Fig. 1: cells by drive strength
(8 px per micron)
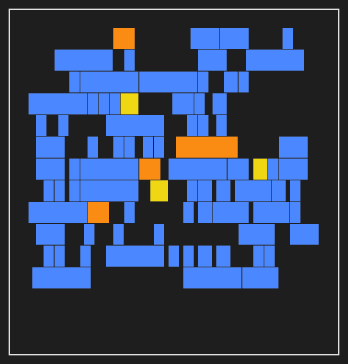
Fig. 2: a small window of the routed layout
Window x 0 to 25, y 18 to 43 microns. Cells in grey, sequential cells in the stronger grey; small squares are vias.
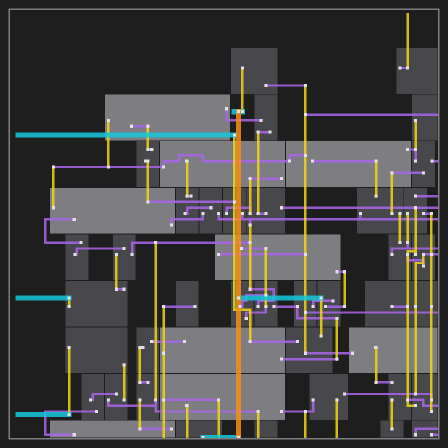
Fig. 3: the metal 1 layer
(12 px per micron)
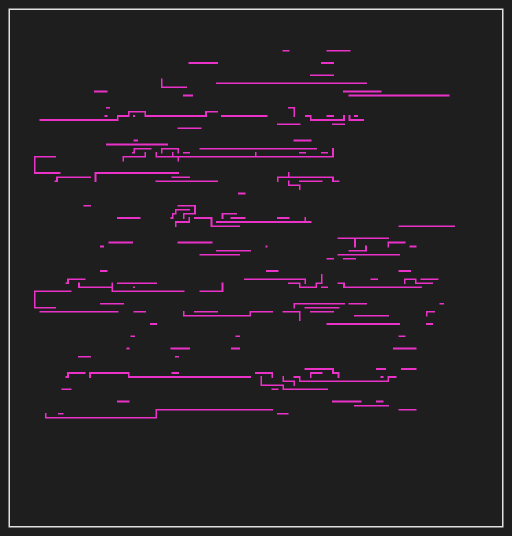
[src/rtl/fsm_esteira.sv]
// Conveyor-belt move controller: runs the motor until a station sensor edge, a master abort or a timeout.
// Optional move timeout and ERRO state enabled by defining ESTEIRA_TIMEOUT_EN.
module fsm_esteira #(
    parameter int unsigned TIMEOUT_CICLOS = 250000000
) (
    input  logic       clk,
    input  logic       reset_n,
    input  logic       cmd_mover_esteira,
    input  logic       sensor_enchimento,
    input  logic       sensor_cq,
    input  logic       sensor_final,
    output logic       motor_ligado,
    output logic       esteira_concluida,
    output logic [1:0] posicao,
    output logic       alarme_esteira
);

    localparam int unsigned N_SENS = 3;
    localparam int unsigned CNT_W  = 28;

    typedef enum logic [1:0] {
        PARADO    = 2'd0,
        MOVENDO   = 2'd1,
        CONCLUIDO = 2'd2,
        ERRO      = 2'd3
    } estado_t;

    // The timeout must be reachable by the 28-bit counter.
    if (TIMEOUT_CICLOS < 2 || TIMEOUT_CICLOS > 268435456) begin : g_timeout_range
        $error("TIMEOUT_CICLOS out of range");
    end

    estado_t             estado_q, estado_d;
    logic [1:0]          posicao_q, posicao_d;
    logic [N_SENS-1:0]   sync1_q, sync2_q, sync3_q;
    logic [N_SENS-1:0]   sens;
    logic [N_SENS-1:0]   rise;
`ifdef ESTEIRA_TIMEOUT_EN
    logic [CNT_W-1:0]    cnt_q, cnt_d;
    logic                timeout;
`endif

    // Sensor bit order: {final, cq, enchimento}.
    assign sens = {sensor_final, sensor_cq, sensor_enchimento};
    assign rise = sync2_q & ~sync3_q;

`ifdef ESTEIRA_TIMEOUT_EN
    assign timeout = (cnt_q == CNT_W'(TIMEOUT_CICLOS - 1));
`endif

    always_ff @(posedge clk) begin
        if (!reset_n) begin
            estado_q  <= PARADO;
            posicao_q <= 2'd0;
            sync1_q   <= '0;
            sync2_q   <= '0;
            sync3_q   <= '0;
`ifdef ESTEIRA_TIMEOUT_EN
            cnt_q     <= '0;
`endif
        end else begin
            estado_q  <= estado_d;
            posicao_q <= posicao_d;
            sync1_q   <= sens;
            sync2_q   <= sync1_q;
            sync3_q   <= sync2_q;
`ifdef ESTEIRA_TIMEOUT_EN
            cnt_q     <= cnt_d;
`endif
        end
    end

    // Abort beats a sensor edge, which beats the timeout.
    always_comb begin
        estado_d  = estado_q;
        posicao_d = posicao_q;
`ifdef ESTEIRA_TIMEOUT_EN
        cnt_d     = cnt_q;
`endif
        case (estado_q)
            PARADO: begin
                if (cmd_mover_esteira) begin
                    estado_d = MOVENDO;
`ifdef ESTEIRA_TIMEOUT_EN
                    cnt_d    = '0;
`endif
                end
            end
            MOVENDO: begin
`ifdef ESTEIRA_TIMEOUT_EN
                cnt_d = cnt_q + CNT_W'(1);
`endif
                if (!cmd_mover_esteira) begin
                    estado_d = PARADO;
                end else if (|rise) begin
                    estado_d = CONCLUIDO;
                    if (rise[2])      posicao_d = 2'd3;
                    else if (rise[1]) posicao_d = 2'd2;
                    else              posicao_d = 2'd1;
                end
`ifdef ESTEIRA_TIMEOUT_EN
                else if (timeout) begin
                    estado_d = ERRO;
                end
`endif
            end
            CONCLUIDO: begin
                if (!cmd_mover_esteira) estado_d = PARADO;
            end
            ERRO:    estado_d = ERRO;
            default: estado_d = PARADO;
        endcase
    end

    assign motor_ligado      = (estado_q == MOVENDO);
    assign esteira_concluida = (estado_q == CONCLUIDO);
    assign posicao           = posicao_q;
`ifdef ESTEIRA_TIMEOUT_EN
    assign alarme_esteira    = (estado_q == ERRO);
`else
    assign alarme_esteira    = 1'b0;
`endif

endmodule

[config.mk]
export PLATFORM = sky130hd
export DESIGN_NAME = fsm_esteira
export DESIGN_NICKNAME = d
export VERILOG_FILES = /design/src/rtl/fsm_esteira.sv
export SDC_FILE = /design/constraint.sdc
export NUM_CORES = 1
export LEC_CHECK = 0
export ABC_AREA = 1
export CAP_MARGIN = 5
export CORE_AREA = 2 2 39 41
export CTS_CLUSTER_SIZE = 16
export DETAILED_ROUTE_END_ITERATION = 10
export DIE_AREA = 0 0 41 43
export PLACE_DENSITY = 0.68
export SETUP_SLACK_MARGIN = 0.1
export SLEW_MARGIN = 15
export SYNTH_ARGS = -nofsm -noshare
export SYNTH_HDL_FRONTEND = slang
export SYNTH_SLANG_ARGS = --single-unit
[constraint.sdc]
create_clock -name clk -period 2.65 [get_ports clk]
set_clock_uncertainty 0.15 [all_clocks]
set_input_delay 0.53 -clock clk [delete_from_list [all_inputs] [get_ports clk]]
set_output_delay 0.53 -clock clk [all_outputs]
set_load 0.01 [all_outputs]
==> run notes <==
Numbers from the implementation run.

The launch point of the worst register-to-register path is recorded as estado_q[1]. In the final layout, flip-flops and latches occupy 260 sq um. The report lists the power per cell area as 626 nW/um^2. For this run, design rule violations remaining after detail routing come to 0. The largest fanout on the critical path is 4. The maximum number of pins on one net before global-route repair is 14. The overall die area is roughly 1800 sq um.

The remaining antenna violation count after routing is 0. The number of antenna diodes is 0. The weighted congestion reported at the end of routability-driven placement is 0.627. The flow ran to the end, and the final reports show no timing, DRC or antenna violations. The final tally of max-slew violations is 0.

Of the total power, registers draw 50.4%. The startpoint kind of the worst setup timing path is a register. The total of endpoints with negative setup slack in the final report is 0. The global routing report lists combined usage of all routing layers as a little over a tenth. For this design, the CTS-stage hold fixing added 0 buffers. The top cell types in the final layout, fill and taps aside, are 19 x sky130_fd_sc_hd__nand2_1, 16 x sky130_fd_sc_hd__inv_1, 13 x sky130_fd_sc_hd__dfxtp_1. The clock network power reported by the tool is 118 uW.

The final layout net count is between 90 and 100. Per report_power, the Sequential row totals around 220 uW. The fraction of synthesis flops using an asynchronous set or reset pin is 0%.

The leakage power is 0.000360 uW. The group that draws the most power in this run is registers. The dominant combinational cell family by area after synthesis is simple AND/OR/NAND/NOR gates. The count of instances resized after the clock tree is built is 0.
-- Fig. 1 (at the start) --
[drive 1 or less] blue | cells: 76 | share: 92% | most used: nand2_1
[drive 2] yellow | cells: 3 | share: 3.6% | most used: nand2_2
[drive 3 to 4] orange | cells: 4 | share: 4.8% | most used: clkbuf_4
final cell area excluding filler cells: 696 sq um
area overhead of the layout relative to synthesis: 21.1%
Setup WS post-layout: 0.539 ns

-- Fig. 2 (at the start) --
[met4] orange
[met3] cyan
[met2] yellow
[met1] purple
netlist names of flops here include: `sync2_q` (3), `sync3_q` (2)
most frequent: nand2_1 (11), inv_1 (8), dfxtp_1 (8)
sequential cells in the window: 8
cells with their middle in the window: 39

-- Fig. 3 (at the start) --
share of all routed wire: 48%
main direction: horizontal
wire length on this layer: 365 microns
aggregate routed wire length: 753 microns
GR Util met1: 11.8%
Via Count: 414

[per-stage QoR]
| stage | hold slack [ns] | power [uW] | worst slack (ns) | cell area (sq um) |
|---|---|---|---|---|
| floorplan | 0.240 | 290 | 1.28 | 574 |
| global placement | 0.243 | 322 | 0.849 | 669 |
| detailed placement | 0.249 | 324 | 0.826 | 669 |
| CTS | 0.269 | 446 | 0.521 | 696 |
| global route | 0.271 | 466 | 0.468 | 696 |
| finish | 0.266 | 436 | 0.539 | 696 |
[metal layers]
layer  GRT usage (%)  vias up  part of all wire, %
li1                -      230                    -
met1            11.8      171                   48
met2            15.0       10                   43
met3            4.71        3                  5.4
met4            10.0        0                  2.5
met5               0        -                    0
[critical path, delay by kind of cell (launching register included)]
family	cells	cell delay [ns]
flops	1	0.38
buf+inv	2	0.57
fa+ha+maj	1	0.21
Power and IR drop assume default switching activity.
